===== src/rtl/count_monitor.sv =====
// count_monitor: debounces an asynchronous ripple-counter value, tracks wrap-arounds
// into an extended count and flags threshold matches.
module count_monitor #(
    parameter int STABLE_N = 2,
    parameter int WRAP_W   = 8
) (
    input  logic              clk,
    input  logic              rst,
    input  logic [3:0]        cnt_in,
    input  logic              en,
    input  logic              clr,
    input  logic [3:0]        thresh,
    output logic [3:0]        cnt_val,
    output logic              upd,
    output logic              wrap_pulse,
    output logic              thresh_hit,
    output logic [WRAP_W+3:0] ext_count,
    output logic              ovf,
    output logic              valid
);
    typedef enum logic [1:0] {IDLE, SEED, RUN} state_t;
    localparam logic [2:0] STAB = 3'(STABLE_N);
    state_t state, state_nx;
    logic [3:0] s1, s2, s2_d;
    logic [2:0] stab_cnt;
    logic [WRAP_W-1:0] wrap_cnt;
    logic acc, wrap, hit;
    // stab_cnt lags s2 by a cycle, so s2 == s2_d blocks a value that has only just arrived
    always_comb begin
        acc = state != IDLE && stab_cnt == STAB && s2 == s2_d && (s2 != cnt_val || state == SEED);
        wrap = acc && state == RUN && s2 < cnt_val;
        hit = acc && state == RUN && s2 == thresh;
        state_nx = !en ? IDLE : state == IDLE ? SEED : (state == SEED && acc) ? RUN : state;
    end
    always_ff @(posedge clk or negedge rst)
        if (!rst) state <= IDLE;
        else state <= state_nx;
    always_ff @(posedge clk or negedge rst)
        if (!rst) begin
            s1 <= '0;
            s2 <= '0;
            s2_d <= '0;
            stab_cnt <= '0;
            cnt_val <= '0;
            wrap_cnt <= '0;
            ovf <= 1'b0;
            upd <= 1'b0;
            wrap_pulse <= 1'b0;
            thresh_hit <= 1'b0;
        end else begin
            s1 <= cnt_in;
            s2 <= s1;
            s2_d <= s2;
            stab_cnt <= s2 != s2_d ? 3'd0 : stab_cnt == STAB ? stab_cnt : stab_cnt + 3'd1;
            cnt_val <= acc ? s2 : cnt_val;
            upd <= acc;
            wrap_pulse <= wrap;
            thresh_hit <= hit;
            wrap_cnt <= clr ? '0 : wrap ? wrap_cnt + 1'b1 : wrap_cnt;
            ovf <= clr ? 1'b0 : (wrap && &wrap_cnt) ? 1'b1 : ovf;
        end
    assign ext_count = {wrap_cnt, cnt_val};
    assign valid = state == RUN;
endmodule


===== config.mk =====
export PLATFORM = sky130hd
export DESIGN_NAME = count_monitor
export DESIGN_NICKNAME = d
export VERILOG_FILES = /design/src/rtl/count_monitor.sv
export SDC_FILE = /design/constraint.sdc
export NUM_CORES = 1
export LEC_CHECK = 0
export ABC_AREA = 1
export CAP_MARGIN = 20
export CORE_UTILIZATION = 54
export CTS_CLUSTER_DIAMETER = 40
export CTS_CLUSTER_SIZE = 8
export DETAILED_ROUTE_END_ITERATION = 6
export GPL_ROUTABILITY_DRIVEN = 1
export PLACE_DENSITY = 0.83
export SYNTH_ARGS = -nofsm -noshare
export SYNTH_HDL_FRONTEND = slang
export SYNTH_SLANG_ARGS = --single-unit

===== constraint.sdc =====
create_clock -name clk -period 4.83 [get_ports clk]
set_input_delay 0.483 -clock clk [delete_from_list [all_inputs] [get_ports clk]]
set_output_delay 0.483 -clock clk [all_outputs]
set_load 0.01 [all_outputs]

flops_by_reg.png
(4 px per um) Other sequential cells in the stronger gray, the rest of the logic in the fainter gray.
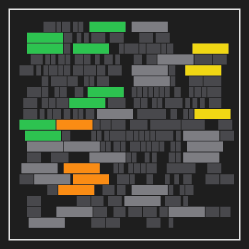
| netlist name | color | placed flops |
|---|---|---|
| `wrap_cnt` | green | 8 |
| `s2` | orange | 4 |
| `stab_cnt` | yellow | 3 |
not colored: 18
core utilization of the finished layout: 71.6%
power dissipated in sequential cells: 289 uW
share of cell area taken by flip-flops and latches: 40.7%
sequential cell area: 826 um2

wires.png
(6 px per um)
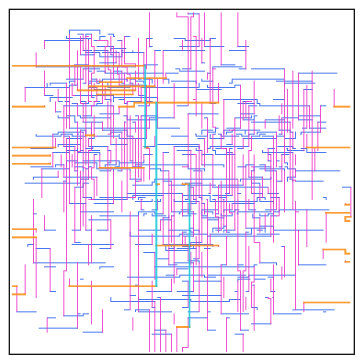
| layer | color | wire length |
|---|---|---|
| metal 1 | blue | 1280 um |
| metal 4 | cyan | 68.0 um |
| metal 2 | magenta | 1590 um |
| metal 3 | orange | 179 um |
total via count in the routed design: 1276
sum of routed wire length over all layers: 3110 um

==> impl_results.html <==
<h3>Flow metrics</h3>
<table>
<tr><th>Metric</th><th>Value</th></tr>
<tr><th colspan="2">Final timing</th></tr>
<tr><td>Setup total negative slack</td><td>0 ps</td></tr>
<tr><td>Final tally of hold violations</td><td>0</td></tr>
<tr><td>Final number of max-transition violations</td><td>0</td></tr>
<tr><td>Worst slew margin relative to its limit</td><td>between 70% and 80%</td></tr>
<tr><td>Min setup slack post-route</td><td>between 2000 and 3000 ps</td></tr>
<tr><td>Time the worst path needs with I/O delays and setup</td><td>between 2000 and 2500 ps</td></tr>
<tr><td>Minimum hold slack</td><td>around 350 ps</td></tr>
<tr><td>Highest attainable clock frequency</td><td>0.486 GHz</td></tr>
<tr><th colspan="2">Setup path</th></tr>
<tr><td>Slowest CP cell</td><td>clkdlybuf4s50_1</td></tr>
<tr><td>Critical path launch point type</td><td>flip-flop</td></tr>
<tr><td>Timing startpoint of the critical path</td><td>state[1]$_DFFE_PN0P_</td></tr>
<tr><td>Worst R2R Start</td><td>cnt_val[2]$_DFFE_PN0P_</td></tr>
<tr><td>CP Cell Sequence</td><td>inv_1, nor2_1, clkdlybuf4s50_1</td></tr>
<tr><td>Cell family contributing the most delay on the critical path</td><td>buffers and inverters</td></tr>
<tr><td>Register-to-register path setup slack</td><td>approximately 3000 ps</td></tr>
<tr><td>Critical setup path kind</td><td>flip-flop to primary output</td></tr>
<tr><td>Endpoint of the most critical register-to-register path</td><td>wrap_cnt[1]$_DFFE_PN0P_</td></tr>
<tr><td>Critical path buffers and inverters</td><td>2</td></tr>
<tr><td>Critical path fanouts, max</td><td>4</td></tr>
<tr><th colspan="2">GRT</th></tr>
<tr><td>Antenna violations before repair</td><td>0</td></tr>
<tr><td>First-pass GRT wire length</td><td>around 5300 um</td></tr>
<tr><td>Grt total ovfl</td><td>0</td></tr>
<tr><th colspan="2">Logic synthesis</th></tr>
<tr><td>Share of flip-flops with an asynchronous set or reset after synthesis</td><td>100%</td></tr>
<tr><td>Top area cell types</td><td>dfrtp_1 50%, nand2_1 7.1%, ha_1 5.3%</td></tr>
<tr><td>And-or/or-and share of the synthesized area</td><td>under 10%</td></tr>
<tr><td>Flip-flop and latch count after synthesis</td><td>33</td></tr>
<tr><td>Area of the synthesized netlist per yosys stat</td><td>1650 um2</td></tr>
<tr><td>Seq share, synth</td><td>about 50%</td></tr>
<tr><td>Syn Area/Cell</td><td>about 9.5 um2</td></tr>
<tr><td>Number of flops mapped to enable cells by yosys</td><td>0</td></tr>
<tr><td>Most popular library cell in the synthesized design by count</td><td>dfrtp_1</td></tr>
<tr><td>MUX area fraction</td><td>0.607%</td></tr>
<tr><td>Gate Count Post-Synth</td><td>about 170</td></tr>
<tr><td>Largest logic family</td><td>simple AND/OR/NAND/NOR gates</td></tr>
<tr><th colspan="2">Layout</th></tr>
<tr><td>Number of inserted diodes</td><td>0</td></tr>
<tr><td>Proportion of cell area occupied by multi-input gates</td><td>between 30 and 40%</td></tr>
<tr><td>Clock network area share</td><td>2.53%</td></tr>
<tr><td>Number of signal-net inverters in the final layout</td><td>27</td></tr>
<tr><td>Most area-hungry cell class in the final design</td><td>sequential cells</td></tr>
<tr><td>Final-stage net count</td><td>about 230</td></tr>
<tr><td>Non-clock buffering overhead in the final layout</td><td>16.2%</td></tr>
<tr><td>Layout cells sized above 1</td><td>around a tenth</td></tr>
<tr><td>Largest register FFs</td><td>8</td></tr>
<tr><td>Most flop-heavy register</td><td>wrap_cnt</td></tr>
<tr><th colspan="2">Hold path</th></tr>
<tr><td>Hold Startpoint</td><td>s1[1]$_DFF_PN0_</td></tr>
<tr><td>Hold EP</td><td>s2[1]$_DFF_PN0_</td></tr>
<tr><td>Worst min-delay path class</td><td>flip-flop to flip-flop</td></tr>
<tr><th colspan="2">Place</th></tr>
<tr><td>Post-placement cell area</td><td>between 1500 and 2000 um2</td></tr>
<tr><td>Global placer's final weighted congestion</td><td>~0.86</td></tr>
<tr><th colspan="2">Pwr</th></tr>
<tr><td>Static leakage</td><td>a little over 1 nW</td></tr>
<tr><td>Internal</td><td>between 300 and 400 uW</td></tr>
<tr><td>Flop pwr share</td><td>60.1%</td></tr>
<tr><td>Switch share</td><td>between 20% and 30%</td></tr>
<tr><td>Portion of total power attributed to combinational logic</td><td>10.0%</td></tr>
<tr><td>Clock net power</td><td>roughly 140 uW</td></tr>
<tr><td>Power after layout</td><td>about 480 uW</td></tr>
<tr><th colspan="2">Detailed routing</th></tr>
<tr><td>Drt initial violations</td><td>between 70 and 80</td></tr>
<tr><td>Number of design rule violations left after detail routing</td><td>4</td></tr>
<tr><td>Met2 routed WL</td><td>between 1500 and 2000 um</td></tr>
<tr><td>Avg Vias per Cell</td><td>5.32</td></tr>
<tr><td>Routed metal-1 wire length</td><td>~1300 um</td></tr>
<tr><td>Number of detailed-route iterations in the first pass</td><td>6</td></tr>
<tr><td>Highest metal layer used by the detailed router</td><td>met4</td></tr>
<tr><th colspan="2">Die</th></tr>
<tr><td>Chip width</td><td>about 57 um</td></tr>
<tr><td>Placeable core region</td><td>2830 um2</td></tr>
<tr><th colspan="2">Run status</th></tr>
<tr><td>Violations in the final reports</td><td>DRC</td></tr>
<tr><td>Status</td><td>complete, but fails checks</td></tr>
<tr><th colspan="2">CTS</th></tr>
<tr><td>Clock tree buffer depth</td><td>2</td></tr>
<tr><td>CTS resizes</td><td>0</td></tr>
<tr><td>Number of post-CTS setup repair buffers</td><td>0</td></tr>
<tr><td>Post-cts hold buffer count</td><td>0</td></tr>
<tr><td>Total number of H-tree levels</td><td>2</td></tr>
<tr><td>Clock tree from TritonCTS</td><td>yes</td></tr>
</table>
congestion.png
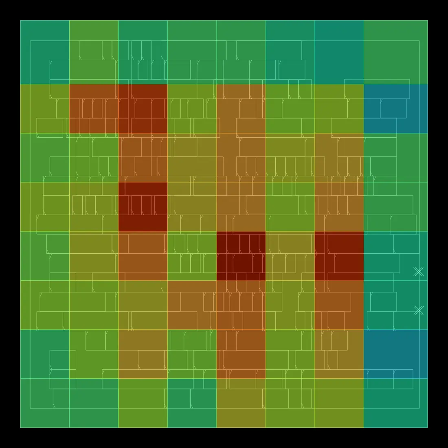
routing usage on met3: 7.26%
average wire per cell in the routed design: 13.0 um
Global Route met1 Usage: 25.2%
all-layer global routing usage: 21.6%
met2 Use GR: 35.8%

io_fan.png
(6 px per um)
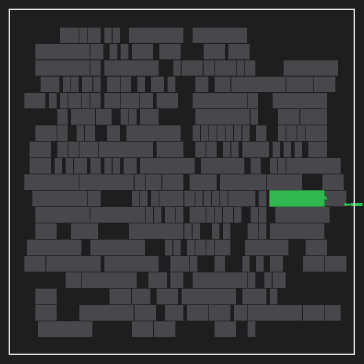
| port | color | direction | end cells | wire |
|---|---|---|---|---|
| `thresh_hit` | green | output | 1 | 1.70 um |
number of I/O port buffers: 32
top-level port count: 33

Power and IR drop assume default switching activity.
